==> config.mk <==
export PLATFORM = sky130hd
export DESIGN_NAME = mem_bus_arbiter
export DESIGN_NICKNAME = d
export VERILOG_FILES = /design/src/rtl/mem_bus_arbiter_pkg.sv /design/src/rtl/mem_bus_arbiter_tag_table.sv /design/src/rtl/mem_bus_arbiter.sv
export SDC_FILE = /design/constraint.sdc
export NUM_CORES = 1
export LEC_CHECK = 0
export CORE_AREA = 2 2 212 214
export DETAILED_ROUTE_END_ITERATION = 7
export DIE_AREA = 0 0 214 216
export PLACE_DENSITY = 0.48
export SLEW_MARGIN = 20
export SYNTH_ARGS = -nofsm -noshare
export SYNTH_HDL_FRONTEND = slang
export SYNTH_SLANG_ARGS = --single-unit
==> constraint.sdc <==
create_clock -name clock -period 3.4 [get_ports clock]
set_input_delay 0.85 -clock clock [delete_from_list [all_inputs] [get_ports clock]]
set_output_delay 0.85 -clock clock [all_outputs]
set_load 0.005 [all_outputs]
==> src/rtl/mem_bus_arbiter_pkg.sv <==
// Shared bus command encoding and load-tag owner table types.
package mem_bus_arbiter_pkg;

   typedef enum logic [1:0] {
      BUS_NONE  = 2'h0,
      BUS_LOAD  = 2'h1,
      BUS_STORE = 2'h2
   } BUS_COMMAND;

   typedef enum logic {
      OWNER_D = 1'b0,
      OWNER_I = 1'b1
   } MEM_OWNER_t;

   typedef struct packed {
      logic       valid;
      MEM_OWNER_t owner;
   } MEM_TAG_ENTRY_t;

   localparam MEM_TAG_ENTRY_t MEM_TAG_TABLE_RESET = '{valid: 1'b0, owner: OWNER_D};

endpackage

==> src/rtl/mem_bus_arbiter_tag_table.sv <==
// Owner table for outstanding memory load tags, with a running count of
// valid entries so the idle flag does not need a wide reduction.
module mem_tag_table
   import mem_bus_arbiter_pkg::*;
#(
   parameter  int unsigned NUM_TAGS = 16,
   localparam int unsigned TAG_W    = $clog2(NUM_TAGS)
) (
   input  logic             clock,
   input  logic             reset,
   input  logic             set_en,
   input  logic [TAG_W-1:0] set_tag,
   input  MEM_OWNER_t       set_owner,
   input  logic [TAG_W-1:0] lookup_tag,
   output logic             lookup_hit,
   output MEM_OWNER_t       lookup_owner,
   output logic             set_dup,
   output logic             any_valid
);

   MEM_TAG_ENTRY_t   entries_q [NUM_TAGS];
   logic [TAG_W-1:0] count_q;
   logic             inc;
   logic             dec;

   // Lookup of the returning tag and occupancy bookkeeping.
   always_comb begin
      lookup_hit   = (lookup_tag != '0) && entries_q[lookup_tag].valid;
      lookup_owner = entries_q[lookup_tag].owner;
      set_dup      = entries_q[set_tag].valid;
      any_valid    = (count_q != '0);
      // A set on the tag being returned this cycle keeps the entry valid,
      // so the net occupancy change is zero.
      inc = set_en && !entries_q[set_tag].valid;
      dec = lookup_hit && !(set_en && (set_tag == lookup_tag));
   end

   // Table and count registers; a set overrides a clear of the same tag.
   always_ff @(posedge clock or negedge reset) begin
      if (!reset) begin
         for (int unsigned i = 0; i < NUM_TAGS; i++) begin
            entries_q[i] <= MEM_TAG_TABLE_RESET;
         end
         count_q <= '0;
      end else begin
         if (lookup_hit) begin
            entries_q[lookup_tag] <= MEM_TAG_TABLE_RESET;
         end
         if (set_en) begin
            entries_q[set_tag] <= '{valid: 1'b1, owner: set_owner};
         end
         if (inc && !dec) begin
            count_q <= count_q + TAG_W'(1);
         end else if (dec && !inc) begin
            count_q <= count_q - TAG_W'(1);
         end
      end
   end

endmodule

==> src/rtl/mem_bus_arbiter.sv <==
// Arbitrates Dcache and Icache requests onto one memory port and routes
// returning load tags back to whichever side issued them.
module mem_bus_arbiter
   import mem_bus_arbiter_pkg::*;
#(
   parameter int unsigned NUM_TAGS = 16,
   parameter int unsigned MAX_WAIT = 8,
   parameter int unsigned CNT_W    = 4
) (
   input  logic                        clock,
   input  logic                        reset,
   input  logic [1:0]                  d_proc2mem_command,
   input  logic [63:0]                 d_proc2mem_addr,
   input  logic [63:0]                 d_proc2mem_data,
   input  logic [1:0]                  i_proc2mem_command,
   input  logic [63:0]                 i_proc2mem_addr,
   input  logic [$clog2(NUM_TAGS)-1:0] mem2proc_response,
   input  logic [63:0]                 mem2proc_data,
   input  logic [$clog2(NUM_TAGS)-1:0] mem2proc_tag,
   output logic [1:0]                  proc2mem_command,
   output logic [63:0]                 proc2mem_addr,
   output logic [63:0]                 proc2mem_data,
   output logic [$clog2(NUM_TAGS)-1:0] d_mem2proc_response,
   output logic [$clog2(NUM_TAGS)-1:0] i_mem2proc_response,
   output logic [$clog2(NUM_TAGS)-1:0] d_mem2proc_tag,
   output logic [$clog2(NUM_TAGS)-1:0] i_mem2proc_tag,
   output logic [63:0]                 d_mem2proc_data,
   output logic [63:0]                 i_mem2proc_data,
   output logic                        mem_idle,
   output logic                        tag_error
);

   localparam int unsigned TAG_W = $clog2(NUM_TAGS);

   BUS_COMMAND d_cmd;
   BUS_COMMAND i_cmd;
   logic       d_req;
   logic       i_req;
   logic       grant_d;
   logic       grant_i;
   logic [CNT_W-1:0] starve_q;

   logic       set_en;
   MEM_OWNER_t set_owner;
   logic       lookup_hit;
   MEM_OWNER_t lookup_owner;
   logic       set_dup;
   logic       any_valid;

   assign d_cmd = BUS_COMMAND'(d_proc2mem_command);
   assign i_cmd = BUS_COMMAND'(i_proc2mem_command);

   // Grant selection, request muxing and response/tag steering.
   always_comb begin
      d_req   = (d_cmd != BUS_NONE);
      i_req   = (i_cmd != BUS_NONE);
      grant_i = i_req && (!d_req || (starve_q >= CNT_W'(MAX_WAIT)));
      grant_d = d_req && !grant_i;

      proc2mem_command    = BUS_NONE;
      proc2mem_addr       = '0;
      proc2mem_data       = '0;
      d_mem2proc_response = '0;
      i_mem2proc_response = '0;
      set_en              = 1'b0;
      set_owner           = OWNER_D;

      if (grant_d) begin
         proc2mem_command    = d_cmd;
         proc2mem_addr       = d_proc2mem_addr;
         proc2mem_data       = d_proc2mem_data;
         d_mem2proc_response = mem2proc_response;
         set_en              = (d_cmd == BUS_LOAD) && (mem2proc_response != '0);
      end else if (grant_i) begin
         proc2mem_command    = i_cmd;
         proc2mem_addr       = i_proc2mem_addr;
         i_mem2proc_response = mem2proc_response;
         set_en              = (i_cmd == BUS_LOAD) && (mem2proc_response != '0);
         set_owner           = OWNER_I;
      end

      d_mem2proc_tag  = (lookup_hit && (lookup_owner == OWNER_D)) ? mem2proc_tag : '0;
      i_mem2proc_tag  = (lookup_hit && (lookup_owner == OWNER_I)) ? mem2proc_tag : '0;
      d_mem2proc_data = mem2proc_data;
      i_mem2proc_data = mem2proc_data;
      mem_idle        = !any_valid && (proc2mem_command == BUS_NONE);
   end

   // Icache starvation counter and sticky tag error flag.
   always_ff @(posedge clock or negedge reset) begin
      if (!reset) begin
         starve_q  <= '0;
         tag_error <= 1'b0;
      end else begin
         if (i_mem2proc_response != '0) begin
            starve_q <= '0;
         end else if (i_req && (starve_q != '1)) begin
            starve_q <= starve_q + CNT_W'(1);
         end
         if ((set_en && set_dup) || ((mem2proc_tag != '0) && !lookup_hit)) begin
            tag_error <= 1'b1;
         end
      end
   end

   mem_tag_table #(
      .NUM_TAGS (NUM_TAGS)
   ) u_tag_table (
      .clock        (clock),
      .reset        (reset),
      .set_en       (set_en),
      .set_tag      (mem2proc_response[TAG_W-1:0]),
      .set_owner    (set_owner),
      .lookup_tag   (mem2proc_tag[TAG_W-1:0]),
      .lookup_hit   (lookup_hit),
      .lookup_owner (lookup_owner),
      .set_dup      (set_dup),
      .any_valid    (any_valid)
   );

endmodule

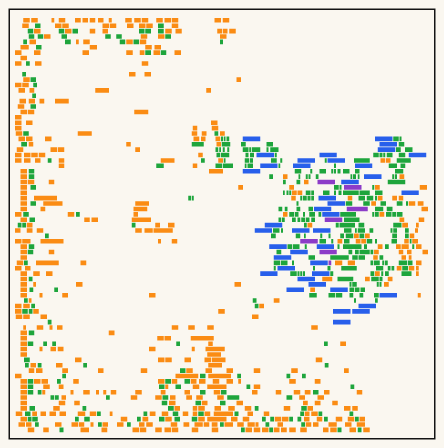
*Cells coloured by class*
colour	class	cells
blue	registers	41
green	remaining logic cells	353
purple	clock drivers and dummy loads	7
orange	remaining buffers and delay cells	445

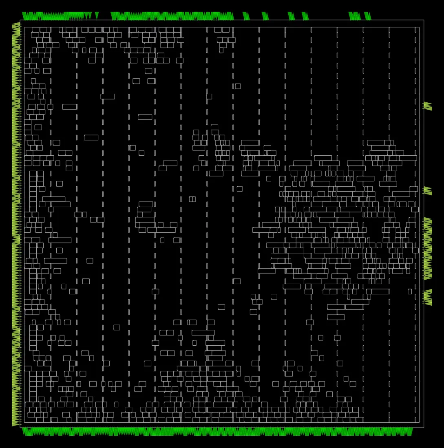
*Cell outlines without signal wires*
area of the placeable core: 43,800 um2
num tapcells: 592
Core Util, Final: 20.6%
Seq Cell Count: 41
number of standard-cell rows in the floorplan: 77

==> PnR_summary.wiki <==
== Implementation results ==
{| class="wikitable"
! Metric !! Value
|-
| DR WL/cell || ~25 um
|-
| Flip-flops with a built-in enable || 0
|-
| Worst slew margin relative to its limit || a little under two fifths
|-
| Non-CTS buffers || around 450
|-
| Maximum number of buffers from clock root to sink || 2
|-
| TritonCTS clock tree || yes
|-
| Number of warnings in the stage logs || 28
|-
| CP arrival || approximately 2.5 ns
|-
| Setup crit end || proc2mem_data[29]
|-
| Die width || ~210 um
|-
| Comb area share || a little under 30%
|-
| Wire length reported by the detailed router || about 36 mm
|-
| Pins Over Slew Limit || 0
|-
| Buffer-and-inverter tally for the worst setup path || 5
|-
| Fp util || 10.8%
|-
| Number of nets in the final layout || roughly 1,100
|-
| Number of global-route vias before repair || roughly 5,500
|-
| Distinct cell type count after synthesis || roughly 52
|-
| DRC violation count after routing || 0
|-
| Max stage delay cell, worst path || sky130_fd_sc_hd__clkdlybuf4s50_1
|-
| Final number of setup-violating endpoints || 0
|-
| H-Tree Level Count || 2
|-
| Total power of the final layout || slightly above 0.004 W
|-
| Finished Layout Cells || roughly 1,400
|-
| IO Count || approximately 550
|-
| Path type of the worst setup path || in2out
|-
| Sequential cell area fraction in the yosys report || ~22%
|-
| Min-Delay Startpoint || u_tag_table.entries_q[30]
|-
| GRT Total Usage || between 10% and 20%
|-
| Hold path cells || 0
|-
| Instance count on the critical path || 8
|-
| Post-CTS setup buffer count || 17
|-
| Family of cells with the greatest summed delay on the critical path || buffers and inverters
|-
| Ranking of synthesized cells by instance count || 128 x sky130_fd_sc_hd__buf_4, 73 x sky130_fd_sc_hd__and2_1, 65 x sky130_fd_sc_hd__a22o_1, 41 x sky130_fd_sc_hd__dfrtp_1, 38 x sky130_fd_sc_hd__nand2_1
|-
| Result of the run || completed
|-
| Largest family of logic cells by area || buffers and inverters
|-
| Top Registers || u_tag_table.entries_q x32, starve_q x4, u_tag_table.count_q x4
|-
| Top area cells in the synthesized netlist || sky130_fd_sc_hd__dfrtp_1 22%, sky130_fd_sc_hd__buf_4 20%, sky130_fd_sc_hd__a22o_1 12%
|-
| Worst r2r src || u_tag_table.entries_q[19]
|-
| Vias after detailed routing || 5,461
|-
| Ao+oa area frac || approximately a fifth
|-
| Worst-path maximum fanout || 8
|-
| Synthesized cell area || approximately 4700 um2
|-
| Sink count of the clock tree || 41
|}
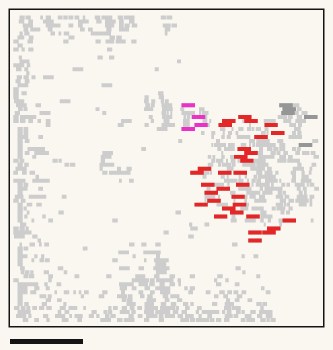
*Register map, names as in the netlist*
Scale bar: 50 um.
colour	name in the netlist	sequential cells
red	u_tag_table.entries_q	32
magenta	starve_q	4
not coloured	5
proportion of cell area occupied by registers: 11.3%
register cell area after layout: 1030 um2
power dissipated in sequential cells: 0.000800 W

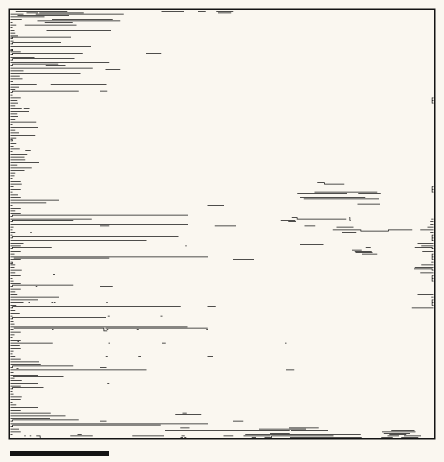
*Signal wires on met3*
Scale bar: 50 um.
main direction	horizontal
share of all routed wire	9.9%
longest straight run	99.4 um

-- layout by cell type, fill, tap and decap left out, types with 3 or more instances in the layout --
cell type | synthesis | routed
sky130_fd_sc_hd__xnor2_1 | 8 | 8
sky130_fd_sc_hd__inv_1 | 8 | 7
sky130_fd_sc_hd__o31ai_1 | 5 | 5
sky130_fd_sc_hd__clkbuf_2 | 0 | 5
sky130_fd_sc_hd__buf_4 | 128 | 73
sky130_fd_sc_hd__nand4_1 | 4 | 4
sky130_fd_sc_hd__mux2i_1 | 19 | 19
sky130_fd_sc_hd__ha_1 | 5 | 4
sky130_fd_sc_hd__dlymetal6s2s_1 | 0 | 8
sky130_fd_sc_hd__dlygate4sd2_1 | 0 | 86
sky130_fd_sc_hd__nand2_1 | 38 | 38
sky130_fd_sc_hd__o21ai_0 | 7 | 7
sky130_fd_sc_hd__o211ai_1 | 3 | 3
sky130_fd_sc_hd__buf_2 | 12 | 21
sky130_fd_sc_hd__nor2_1 | 19 | 16
sky130_fd_sc_hd__buf_12 | 0 | 11
sky130_fd_sc_hd__nand3_1 | 11 | 11
sky130_fd_sc_hd__or4_1 | 3 | 3
sky130_fd_sc_hd__buf_6 | 1 | 6
sky130_fd_sc_hd__a22o_1 | 65 | 64
sky130_fd_sc_hd__nor3_1 | 10 | 10
sky130_fd_sc_hd__diode_2 | 0 | 4
sky130_fd_sc_hd__mux4_2 | 6 | 7
sky130_fd_sc_hd__nand2b_1 | 6 | 6
sky130_fd_sc_hd__bufbuf_16 | 0 | 6
sky130_fd_sc_hd__a21o_1 | 9 | 9
sky130_fd_sc_hd__a21oi_1 | 5 | 3
sky130_fd_sc_hd__clkbuf_16 | 0 | 5
sky130_fd_sc_hd__and2_1 | 73 | 72
sky130_fd_sc_hd__clkdlybuf4s15_1 | 0 | 4
sky130_fd_sc_hd__and3_1 | 5 | 4
sky130_fd_sc_hd__dfrtp_1 | 41 | 41
sky130_fd_sc_hd__buf_16 | 0 | 7
sky130_fd_sc_hd__clkdlybuf4s50_1 | 0 | 216
sky130_fd_sc_hd__mux2_2 | 7 | 6
-- kinds of logic after synthesis --
family	Yosys count
simple gates	180
compound gates	113
xor+xnor	10
fa+ha+maj	6
mux	35
flops	41
buf+inv	179
-- through the flow --
stage | hold slack [ns] | util (%) | area (um2) | setup TNS, ns | setup slack (ns)
floorplan | 0.425 | - | 4740 | 0 | 0.0971
global placement | 0.382 | 19.2 | 8410 | -39.75 | -0.832
detailed placement | 0.391 | 19.2 | 8410 | -43.49 | -0.892
CTS | 0.404 | 20.5 | 8980 | 0 | 0.000497
global route | 0.411 | 20.6 | 9030 | 0 | 0.00392
finish | 0.395 | 20.6 | 9040 | 0 | 0.0449
-- report_power, final --
| group | internal (W) | leakage, nW | switching (W) |
|---|---|---|---|
| Clock | 0.000341 | 0.0797 | 0.000186 |
| Sequential | 0.000639 | 0.523 | 0.000161 |
| Combinational | 0.00158 | 3.51 | 0.00114 |
| Total | 0.00256 | 4.11 | 0.00149 |
-- metal layers --
layer  global-route usage (%)  share of wire [%]
met1                     16.7                 38
met2                     26.7                 49
met3                     6.84                9.9
met4                     2.82                2.2
met5                        0               0.43
No activity file was given, so power comes from the tool's default toggle rates.
